`src/rtl/warp_sched_pkg.sv`:
```
// rtl/warp_sched_pkg.sv - shared pipe/warp state encodings and counter width
package warp_sched_pkg;

  // Shared pipe state; the encoding is visible on core_state
  typedef enum logic [2:0] {
    PIPE_IDLE    = 3'd0,
    PIPE_SELECT  = 3'd1,
    PIPE_FETCH   = 3'd2,
    PIPE_DECODE  = 3'd3,
    PIPE_REQUEST = 3'd4,
    PIPE_EXECUTE = 3'd5,
    PIPE_UPDATE  = 3'd6,
    PIPE_DONE    = 3'd7
  } pipe_state_t;

  // Per-warp scheduling state
  typedef enum logic [2:0] {
    W_INACTIVE = 3'd0,
    W_READY    = 3'd1,
    W_MEMWAIT  = 3'd2,
    W_WB       = 3'd3,
    W_DONE     = 3'd4
  } warp_state_t;

  localparam int CNT_BITS = 32;

endpackage

```
`src/rtl/rr_arbiter.sv`:
```
// rtl/rr_arbiter.sv - combinational round-robin pick starting at a pointer
module rr_arbiter #(
  parameter int N        = 4,
  parameter int IDX_BITS = (N > 1) ? $clog2(N) : 1
) (
  input  logic [N-1:0]        req,
  input  logic [IDX_BITS-1:0] ptr,
  output logic                grant_valid,
  output logic [IDX_BITS-1:0] grant_index
);

  int                  idx;
  logic [IDX_BITS-1:0] idx_l;

  // Walk from the farthest offset back to ptr so the closest requester wins
  always_comb begin
    grant_valid = 1'b0;
    grant_index = '0;
    idx         = 0;
    idx_l       = '0;
    for (int k = N - 1; k >= 0; k--) begin
      idx   = (int'(ptr) + k) % N;
      idx_l = IDX_BITS'(idx);
      if (req[idx_l]) begin
        grant_valid = 1'b1;
        grant_index = idx_l;
      end
    end
  end

endmodule

```
`src/rtl/warp_scheduler.sv`:
```
// rtl/warp_scheduler.sv - multi-warp issue controller over one shared pipe
module warp_scheduler
  import warp_sched_pkg::*;
#(
  parameter int NUM_WARPS    = 4,
  parameter int PC_BITS      = 8,
  parameter int WARP_ID_BITS = (NUM_WARPS > 1) ? $clog2(NUM_WARPS) : 1
) (
  input  logic                    clk,
  input  logic                    reset,
  input  logic                    start,
  input  logic [WARP_ID_BITS:0]   warp_count,
  output logic                    done,
  output logic [2:0]              core_state,
  output logic [WARP_ID_BITS-1:0] active_warp,
  output logic [PC_BITS-1:0]      current_pc,
  output logic                    fetch_req_valid,
  input  logic                    fetch_done,
  input  logic                    decoded_mem_read_enable,
  input  logic                    decoded_mem_write_enable,
  input  logic                    decoded_ret,
  input  logic [PC_BITS-1:0]      next_pc,
  output logic                    mem_req_valid,
  input  logic [NUM_WARPS-1:0]    mem_done,
  output logic                    wb_from_mem,
  output logic [CNT_BITS-1:0]     issued_count,
  output logic [CNT_BITS-1:0]     stall_cycles
);

  pipe_state_t             pipe_q, pipe_d;
  warp_state_t             warp_state_q [NUM_WARPS];
  warp_state_t             warp_state_d [NUM_WARPS];
  logic [PC_BITS-1:0]      warp_pc_q [NUM_WARPS];
  logic [PC_BITS-1:0]      warp_pc_d [NUM_WARPS];
  logic [WARP_ID_BITS-1:0] active_warp_q, active_warp_d;
  logic [WARP_ID_BITS-1:0] ptr_q, ptr_d;
  logic [PC_BITS-1:0]      current_pc_q, current_pc_d;
  logic                    wb_from_mem_q, wb_from_mem_d;
  logic [CNT_BITS-1:0]     issued_q, issued_d;
  logic [CNT_BITS-1:0]     stall_q, stall_d;

  logic [NUM_WARPS-1:0]    wb_req, rdy_req;
  logic                    any_live;
  logic                    wb_gv, rdy_gv;
  logic [WARP_ID_BITS-1:0] wb_gi, rdy_gi;

  // Request vectors for the two arbiters and the "anything still running" flag
  always_comb begin
    wb_req   = '0;
    rdy_req  = '0;
    any_live = 1'b0;
    for (int i = 0; i < NUM_WARPS; i++) begin
      wb_req[i]  = (warp_state_q[i] == W_WB);
      rdy_req[i] = (warp_state_q[i] == W_READY);
      if (warp_state_q[i] == W_READY || warp_state_q[i] == W_MEMWAIT ||
          warp_state_q[i] == W_WB)
        any_live = 1'b1;
    end
  end

  rr_arbiter #(.N(NUM_WARPS), .IDX_BITS(WARP_ID_BITS)) u_wb_arb (
    .req(wb_req), .ptr(ptr_q), .grant_valid(wb_gv), .grant_index(wb_gi)
  );

  rr_arbiter #(.N(NUM_WARPS), .IDX_BITS(WARP_ID_BITS)) u_rdy_arb (
    .req(rdy_req), .ptr(ptr_q), .grant_valid(rdy_gv), .grant_index(rdy_gi)
  );

  // Next-state logic: memory completions first, then the pipe step for the active warp
  always_comb begin
    pipe_d        = pipe_q;
    warp_state_d  = warp_state_q;
    warp_pc_d     = warp_pc_q;
    active_warp_d = active_warp_q;
    ptr_d         = ptr_q;
    current_pc_d  = current_pc_q;
    wb_from_mem_d = wb_from_mem_q;
    issued_d      = issued_q;
    stall_d       = stall_q;

    // A pulse only counts for a warp already parked; the active warp is never parked
    for (int i = 0; i < NUM_WARPS; i++) begin
      if (warp_state_q[i] == W_MEMWAIT && mem_done[i])
        warp_state_d[i] = W_WB;
    end

    case (pipe_q)
      PIPE_IDLE: begin
        if (start) begin
          if (warp_count == '0) begin
            pipe_d = PIPE_DONE;
          end else begin
            for (int i = 0; i < NUM_WARPS; i++) begin
              warp_state_d[i] = (i < int'(warp_count)) ? W_READY : W_INACTIVE;
              warp_pc_d[i]    = '0;
            end
            pipe_d = PIPE_SELECT;
          end
        end
      end
      PIPE_SELECT: begin
        if (wb_gv) begin
          active_warp_d = wb_gi;
          current_pc_d  = warp_pc_q[wb_gi];
          ptr_d         = WARP_ID_BITS'((int'(wb_gi) + 1) % NUM_WARPS);
          wb_from_mem_d = 1'b1;
          pipe_d        = PIPE_UPDATE;
        end else if (rdy_gv) begin
          active_warp_d = rdy_gi;
          current_pc_d  = warp_pc_q[rdy_gi];
          ptr_d         = WARP_ID_BITS'((int'(rdy_gi) + 1) % NUM_WARPS);
          wb_from_mem_d = 1'b0;
          pipe_d        = PIPE_FETCH;
        end else if (!any_live) begin
          pipe_d = PIPE_DONE;
        end else begin
          stall_d = stall_q + CNT_BITS'(1);
        end
      end
      PIPE_FETCH: begin
        if (fetch_done) pipe_d = PIPE_DECODE;
      end
      PIPE_DECODE: begin
        issued_d = issued_q + CNT_BITS'(1);
        if (decoded_ret) begin
          warp_state_d[active_warp_q] = W_DONE;
          pipe_d                      = PIPE_SELECT;
        end else if (decoded_mem_read_enable || decoded_mem_write_enable) begin
          pipe_d = PIPE_REQUEST;
        end else begin
          pipe_d = PIPE_EXECUTE;
        end
      end
      PIPE_REQUEST: begin
        warp_state_d[active_warp_q] = W_MEMWAIT;
        pipe_d                      = PIPE_SELECT;
      end
      PIPE_EXECUTE: begin
        pipe_d = PIPE_UPDATE;
      end
      PIPE_UPDATE: begin
        warp_state_d[active_warp_q] = W_READY;
        warp_pc_d[active_warp_q]    = wb_from_mem_q ?
                                      (warp_pc_q[active_warp_q] + PC_BITS'(1)) : next_pc;
        wb_from_mem_d               = 1'b0;
        pipe_d                      = PIPE_SELECT;
      end
      default: begin
        pipe_d = PIPE_DONE;
      end
    endcase
  end

  // State registers with asynchronous active-low clear
  always_ff @(posedge clk or negedge reset) begin
    if (!reset) begin
      pipe_q        <= PIPE_IDLE;
      active_warp_q <= '0;
      ptr_q         <= '0;
      current_pc_q  <= '0;
      wb_from_mem_q <= 1'b0;
      issued_q      <= '0;
      stall_q       <= '0;
      for (int i = 0; i < NUM_WARPS; i++) begin
        warp_state_q[i] <= W_INACTIVE;
        warp_pc_q[i]    <= '0;
      end
    end else begin
      pipe_q        <= pipe_d;
      active_warp_q <= active_warp_d;
      ptr_q         <= ptr_d;
      current_pc_q  <= current_pc_d;
      wb_from_mem_q <= wb_from_mem_d;
      issued_q      <= issued_d;
      stall_q       <= stall_d;
      warp_state_q  <= warp_state_d;
      warp_pc_q     <= warp_pc_d;
    end
  end

  assign core_state      = pipe_q;
  assign done            = (pipe_q == PIPE_DONE);
  assign fetch_req_valid = (pipe_q == PIPE_FETCH);
  assign mem_req_valid   = (pipe_q == PIPE_REQUEST);
  assign active_warp     = active_warp_q;
  assign current_pc      = current_pc_q;
  assign wb_from_mem     = wb_from_mem_q;
  assign issued_count    = issued_q;
  assign stall_cycles    = stall_q;

endmodule

```
`config.mk`:
```
export PLATFORM = sky130hd
export DESIGN_NAME = warp_scheduler
export DESIGN_NICKNAME = d
export VERILOG_FILES = /design/src/rtl/warp_sched_pkg.sv /design/src/rtl/rr_arbiter.sv /design/src/rtl/warp_scheduler.sv
export SDC_FILE = /design/constraint.sdc
export NUM_CORES = 1
export LEC_CHECK = 0
export ABC_AREA = 1
export CAP_MARGIN = 20
export CORE_UTILIZATION = 60
export DETAILED_ROUTE_END_ITERATION = 12
export PLACE_DENSITY = 0.86
export SLEW_MARGIN = 20
export SYNTH_ARGS = -nofsm -noshare
export SYNTH_HDL_FRONTEND = slang
export SYNTH_HIERARCHICAL = 1
export SYNTH_SLANG_ARGS = --single-unit
```
`constraint.sdc`:
```
create_clock -name clk -period 4.55 [get_ports clk]
set_clock_uncertainty 0.15 [all_clocks]
set_input_delay 0.6825 -clock clk [delete_from_list [all_inputs] [get_ports clk]]
set_output_delay 0.6825 -clock clk [all_outputs]
set_load 0.02 [all_outputs]
```
Figure 1. Pin placement (run 1).
(3 px per um) Pins as bars across the die edge, other pins in grey.
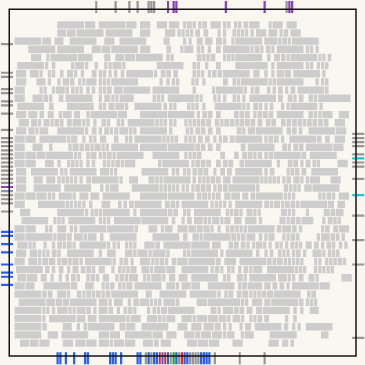
[green] `decoded_mem_read_enable` | pins: 1 | direction: input | edge: bottom
[cyan] `active_warp` | pins: 2 | direction: output | edge: right
[blue] `issued_count` | pins: 32 | direction: output | edge: 24 bottom, 8 left
[red] `core_state` | pins: 3 | direction: output | edge: bottom
[purple] `next_pc` | pins: 8 | direction: input | edge: 7 top, 1 left
all pins by edge: 39 bottom, 35 left, 15 top, 14 right

Figure 2. Cell area per tile (run 1).
(3 px per um) The die is cut into 12 by 12 equal tiles; black is low, pale yellow is high, 0 to 100% covered.
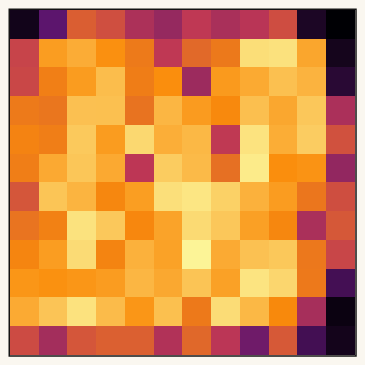
mean over tiles: 69%
tiles over 75% full: 53%
nearly empty tiles: 0.70%

Figure 3. Cell classes on the final placement (run 1).
(2 px per um)
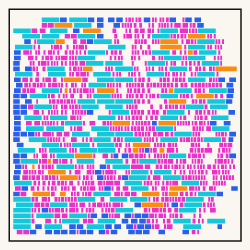
[magenta] remaining logic cells | cells: 934 | share of their area: 48%
[cyan] registers | cells: 124 | share of their area: 34%
[blue] remaining buffers and delay cells | cells: 106 | share of their area: 11%
[orange] clock drivers and dummy loads | cells: 31 | share of their area: 6.6%

==> results.txt, run 1 <==
Implementation run completed; key figures follow.

Run:
- The run puts the tally of OpenROAD warnings at 26.

Die:
- The floorplan step set the die height to 115 um.
- The run gives the number of well taps as 168.
- Measured along the x axis, the die boundary spans 115 um.

Layout:
- The run puts the proportion of final cell area spent on non-clock buffers at 11.1%.
- The run gives the fraction of area in clock buffers and inverters as 6.49%.
- The biggest slice of the area belongs to logic gates.

Logic synthesis:
- The run puts the share of the synthesized area in the top cell type at 40.4%.
- The run puts the xor/xnor cell area share of the yosys netlist at 6.96%.
- After synthesis, the share of cell area in mux cells is 0.130%.
- The run puts the fraction of registers with async set or reset after synthesis at 100%.
- The net count after synthesis is 1111.

Global routing:
- The run puts the global-route wire length before repair at 34400 um.
- The run puts the met1 routing resource usage after global routing at 43.0%.

Outcome:
- The run finished with clean final reports.

Worst setup path:
- The run gives the launch point of the worst reg-to-reg path as ptr_q[0].

Detailed routing:
- After detailed routing, the wire length on met1 is 8900 um.
- The run puts the length of routed met2 wiring at 10200 um.
- The run gives the wire length reported by the detailed router as 21400 um.

Worst hold path:
- Checking hold timing, the worst path is listed with class in -> async.
Figure 4. Signal wires by layer (run 1).
(2 px per um)
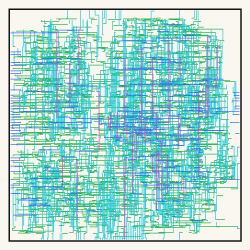

==> run 2: changes to the inputs <==
CORE_UTILIZATION = 51   (was 60)
PLACE_DENSITY = 0.78   (was 0.86)
clock period = 3.1 ns   (was 4.55 ns; I/O delays follow)
Figure 5. Signal wires by layer (run 2).
(2 px per um)
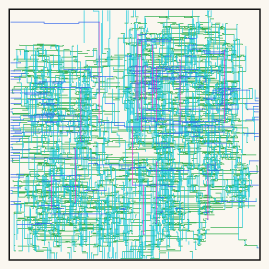
[magenta] M4 | wire length: 485 um
[green] M1 | wire length: 9260 um
[blue] M3 | wire length: 1410 um
[cyan] M2 | wire length: 9930 um
final wirelength: 21100 um
Tot GR Track Use: 28.4%
Routed wire per std cell: 15.2 um

Figure 6. Cell area per tile (run 2).
(3 px per um) The die is cut into 12 by 12 equal tiles; black is low, pale yellow is high, 0 to 100% covered.
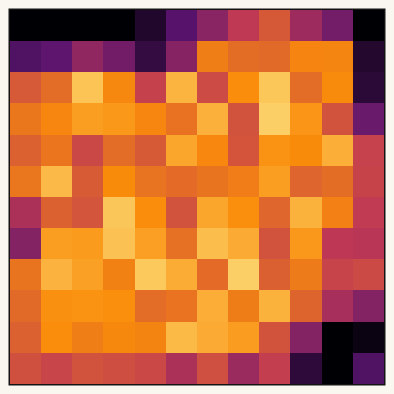
fullest tile: 90%
mean over tiles: 60%
nearly empty tiles: 4.9%

==> run 2 against run 1 <==
  * The run now ends with negative hold slack left
  * Via count fell by 2.4%
  * Non-clock buffer count grew 9
  * Clock power up 38%
  * Combinational power increased by 52%
  * First-iteration DRC count down 0.70%
  * Sequential share of layout area decreased by 0.23 points
  * Sequential power up 41%
  * Sequential cell count is the same
==> results.txt, run 2 <==
Implementation run completed; key figures follow.

Die:
- The run puts the die span in x at 125 um (+8.3%).
- The run puts the number of well taps at 184 (+9.5%).
- The run gives the die area as 0.0155 mm2.
- The height of the die is 125 um (+8.3%).
- The run gives the core area as 0.0146 mm2.

Layout:
- The run gives the layout-stage area growth over the synthesis result as 23.4%.
- The run puts the final design area excluding fillers at 0.00947 mm2.
- The run gives the fraction of area in clock buffers and inverters as 6.09% (-0.40 points).
- By area, logic gates come first.
- The run gives the proportion of final cell area spent on non-clock buffers as 11.9% (+0.77 points).
- After layout, the buffer instance count without clock buffers stands at 115.

Logic synthesis:
- The run puts the tally of unique sky130hd cells used after synthesis at 49.
- The share of the synthesized area in the top cell type came to 40.4% (unchanged).
- The xor/xnor cell area share of the yosys netlist was 6.96% (unchanged).
- The run gives the fraction of registers with async set or reset after synthesis as 100% (unchanged).
- The run gives the most popular library cell in the synthesized design by count as nand2_1.
- The run puts the post-synthesis net count at 1111 (unchanged).
- Of the combinational cells, the family taking the most area is simple AND/OR/NAND/NOR gates.
- The multiplexer fraction of the synthesized cell area came to 0.130% (unchanged).

Clock tree:
- Per the CTS log, the maximum H-tree level is 4.
- The run gives the register clock-pin slew on the reported worst setup and hold paths as 0.05 ns.
- For the worst-skew pair, the clock arrives at the later sink with an insertion delay of 0.42 ns.
- The report puts the hold buffer count at CTS at 0.

Worst setup path:
- The number of buffers and inverters on the critical path is 2.
- For the worst setup path, the data arrival time is 2.18 ns.
- Per the timing report, the most critical flop-to-flop path originates at ptr_q[0].
- In the setup report, the worst path falls into the class reg -> out.

Power and ir drop:
- The run puts the fraction of power consumed by the clock network at 22.9%.
- The script computed the net switching share of total power as 45.0%.

Outcome:
- The checks that failed: negative hold slack.
- The run finished, with violations left.

Global routing:
- The run puts the global-route wire length before repair at 35400 um (+2.9%).
- The run gives the met2 routing resource usage after global routing as 45.0%.
- The run gives the met1 routing resource usage after global routing as 38.2% (-4.8 points).

STA:
- The run puts the hold violation count in the final report at 18.
- The run gives the smallest hold slack as -0.0815 ns.
- The run gives the worst relative slew slack as 50.8%.

Place:
- The run puts the post-place instance area at 0.00889 mm2.
- The run puts the post-placement cell count at 1357.

Detailed routing:
- The length of routed met2 wiring came to 9930 um (-2.3%).
- The run puts the routed metal-1 wirelength at 9260 um (+4.0%).
- Detailed routing placed a total of 1410 um of wire on met3.
- The run puts the first-iteration detailed-routing DRC count at 705.

Worst hold path:
- The run gives the worst min-delay path category as in -> async.

Run:
- The run gives the tally of OpenROAD warnings as 28 (+7.7%).
Figure 7. Cell classes on the final placement (run 2).
(2 px per um)
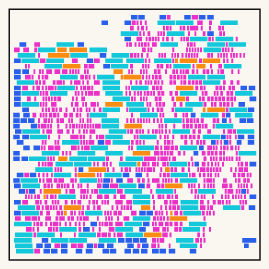

==> run 3: changes to the inputs <==
CORE_UTILIZATION = 58   (was 51)
CTS_CLUSTER_DIAMETER = 120   (was not set)
DONT_BUFFER_PORTS = 1   (was not set)
PLACE_DENSITY = 0.76   (was 0.78)
SYNTH_HIERARCHICAL = not set   (was 1)
Figure 8. Cell classes on the final placement (run 3).
(2 px per um)
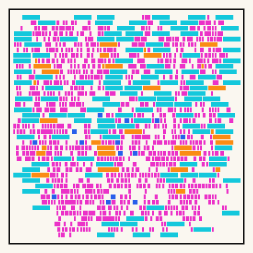
[orange] clock drivers and dummy loads | cells: 31 | share of their area: 7.1%
[blue] remaining buffers and delay cells | cells: 14 | share of their area: 1.3%
[magenta] remaining logic cells | cells: 892 | share of their area: 54%
[cyan] registers | cells: 124 | share of their area: 38%
core footprint: 0.0127 mm2
final core utilization: 66.2%
final design area excluding fillers: 0.00843 mm2
fraction of standard cell area that is sequential: 36.8%

==> run 3 against run 2 <==
  * The flow still finishes with violations (negative hold slack)
  * Routed wire length up 0.93%
  * Sequential cell count is the same
  * Combinational power is 1% lower
  * Critical endpoint is now warp_pc_q[22]
  * Hold slack got worse by 0.33 ns
  * Via count decreased by 5.7%
  * Global-route usage up 4.3 points
  * Non-clock buffer count fell by 101
==> results.txt, run 3 <==
Implementation run completed; key figures follow.

STA:
- The run gives the worst relative slew slack as 50.0% (-0.85 points).
- The run gives the hold violation count in the final report as 124 (+106).
- The run puts the share of the cycle needed by the critical path after routing at 88.6%.
- The run puts the smallest hold slack at -0.413 ns (-0.332 ns).
- The run gives the total negative setup slack as 0 ns.

Global routing:
- The run gives the global routing usage summed across all routing layers as 32.7% (+4.3 points).
- The met1 routing resource usage after global routing is 44.2% (+6.0 points).
- The global-route wire length before repair was 33900 um (-4.4%).
- The run puts the met2 routing resource usage after global routing at 48.8% (+3.8 points).

Outcome:
- The final reports fail on negative hold slack.
- The flow ran to the end, but the final reports show violations.

Detailed routing:
- The run puts the length of routed met2 wiring at 9370 um (-5.7%).
- The run gives the routed metal-1 wirelength as 9020 um (-2.6%).
- The wire length on met3 came to 2270 um (+60%).
- The run puts the wire length reported by the detailed router at 21300 um (+0.93%).
- The first-iteration detailed-routing DRC count was 694 (-1.6%).

Die:
- The run gives the number of well taps as 172 (-6.5%).
- The run puts the die span in x at 117 um (-6.5%).
- The run puts the height of the die at 117 um (-6.5%).
- The run gives the die area as 0.0136 mm2 (-13%).

Worst setup path:
- The run gives the buffering stage count on the worst path with inverters included as 0 (-2).
- Per the timing report, the most critical flop-to-flop path originates at active_warp[0].
- The run puts the data arrival time at the worst-slack endpoint at 2.90 ns (+0.72 ns).
- The run gives the critical path capture point as warp_pc_q[22].

Layout:
- The run puts the proportion of final cell area spent on non-clock buffers at 1.25% (-11 points).
- The run puts the combinational gate area at 0.00391 mm2.
- The run gives the count of plain and timing-repair buffers in the layout as 14 (-88%).
- The run gives the dominant kind of cell by area as logic gates.
- The run puts the count of inserted antenna diode cells at 1.
- Clock buffers in the final layout number 25.
- The run gives the fraction of area in clock buffers and inverters as 6.89% (+0.80 points).

Logic synthesis:
- The run gives the fraction of registers with async set or reset after synthesis as 100% (unchanged).
- The multiplexer fraction of the synthesized cell area was 0.132% (+0.0011 points).
- Yosys shows that the main logic family after synthesis is simple AND/OR/NAND/NOR gates.
- The share of the synthesized area in the top cell type is 40.8% (+0.35 points).
- The xor/xnor cell area share of the yosys netlist is 7.60% (+0.63 points).
- The run gives the post-synthesis net count as 1053 (-5.2%).

Place:
- The run puts the post-placement cell count at 1202 (-11%).

Run:
- The run puts the tally of OpenROAD warnings at 31 (+11%).

Worst hold path:
- In this run the worst hold path is classified as in -> async.

Clock tree:
- The source-to-sink clock delay at the later pin of the worst-skew pair came to 0.42 ns (about the same).
- The level count of the clock H-tree is 4 (unchanged).
- The run gives the register clock-pin slew on the reported worst setup and hold paths as 0.06 ns (about the same).

Power and ir drop:
- The share of total power consumed by net switching is 47.2% (+2.2 points).
- The run gives the fraction of power consumed by the clock network as 23.0% (about the same).
Figure 9. Signal wires by layer (run 3).
(2 px per um)
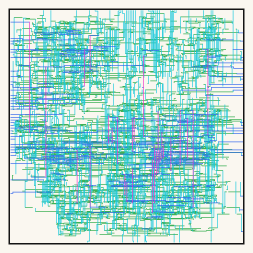
[cyan] M2 | wire length: 9370 um
[blue] M3 | wire length: 2270 um
[magenta] M4 | wire length: 630 um
[green] M1 | wire length: 9020 um


==> gallery <==
The clock network.
panel A
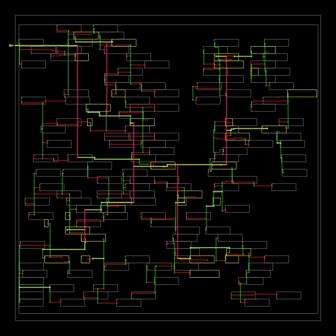
panel B
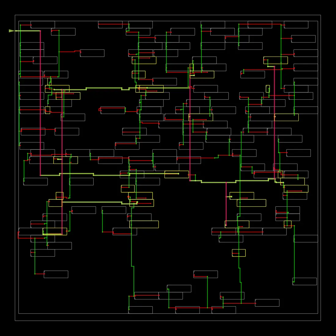
panel C
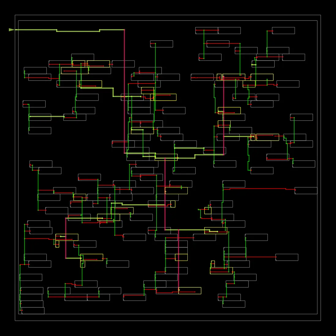
panel C -> run 2
panel B -> run 3
panel A -> run 1

Power figures rest on the tool's default switching activity, not on a simulated workload.
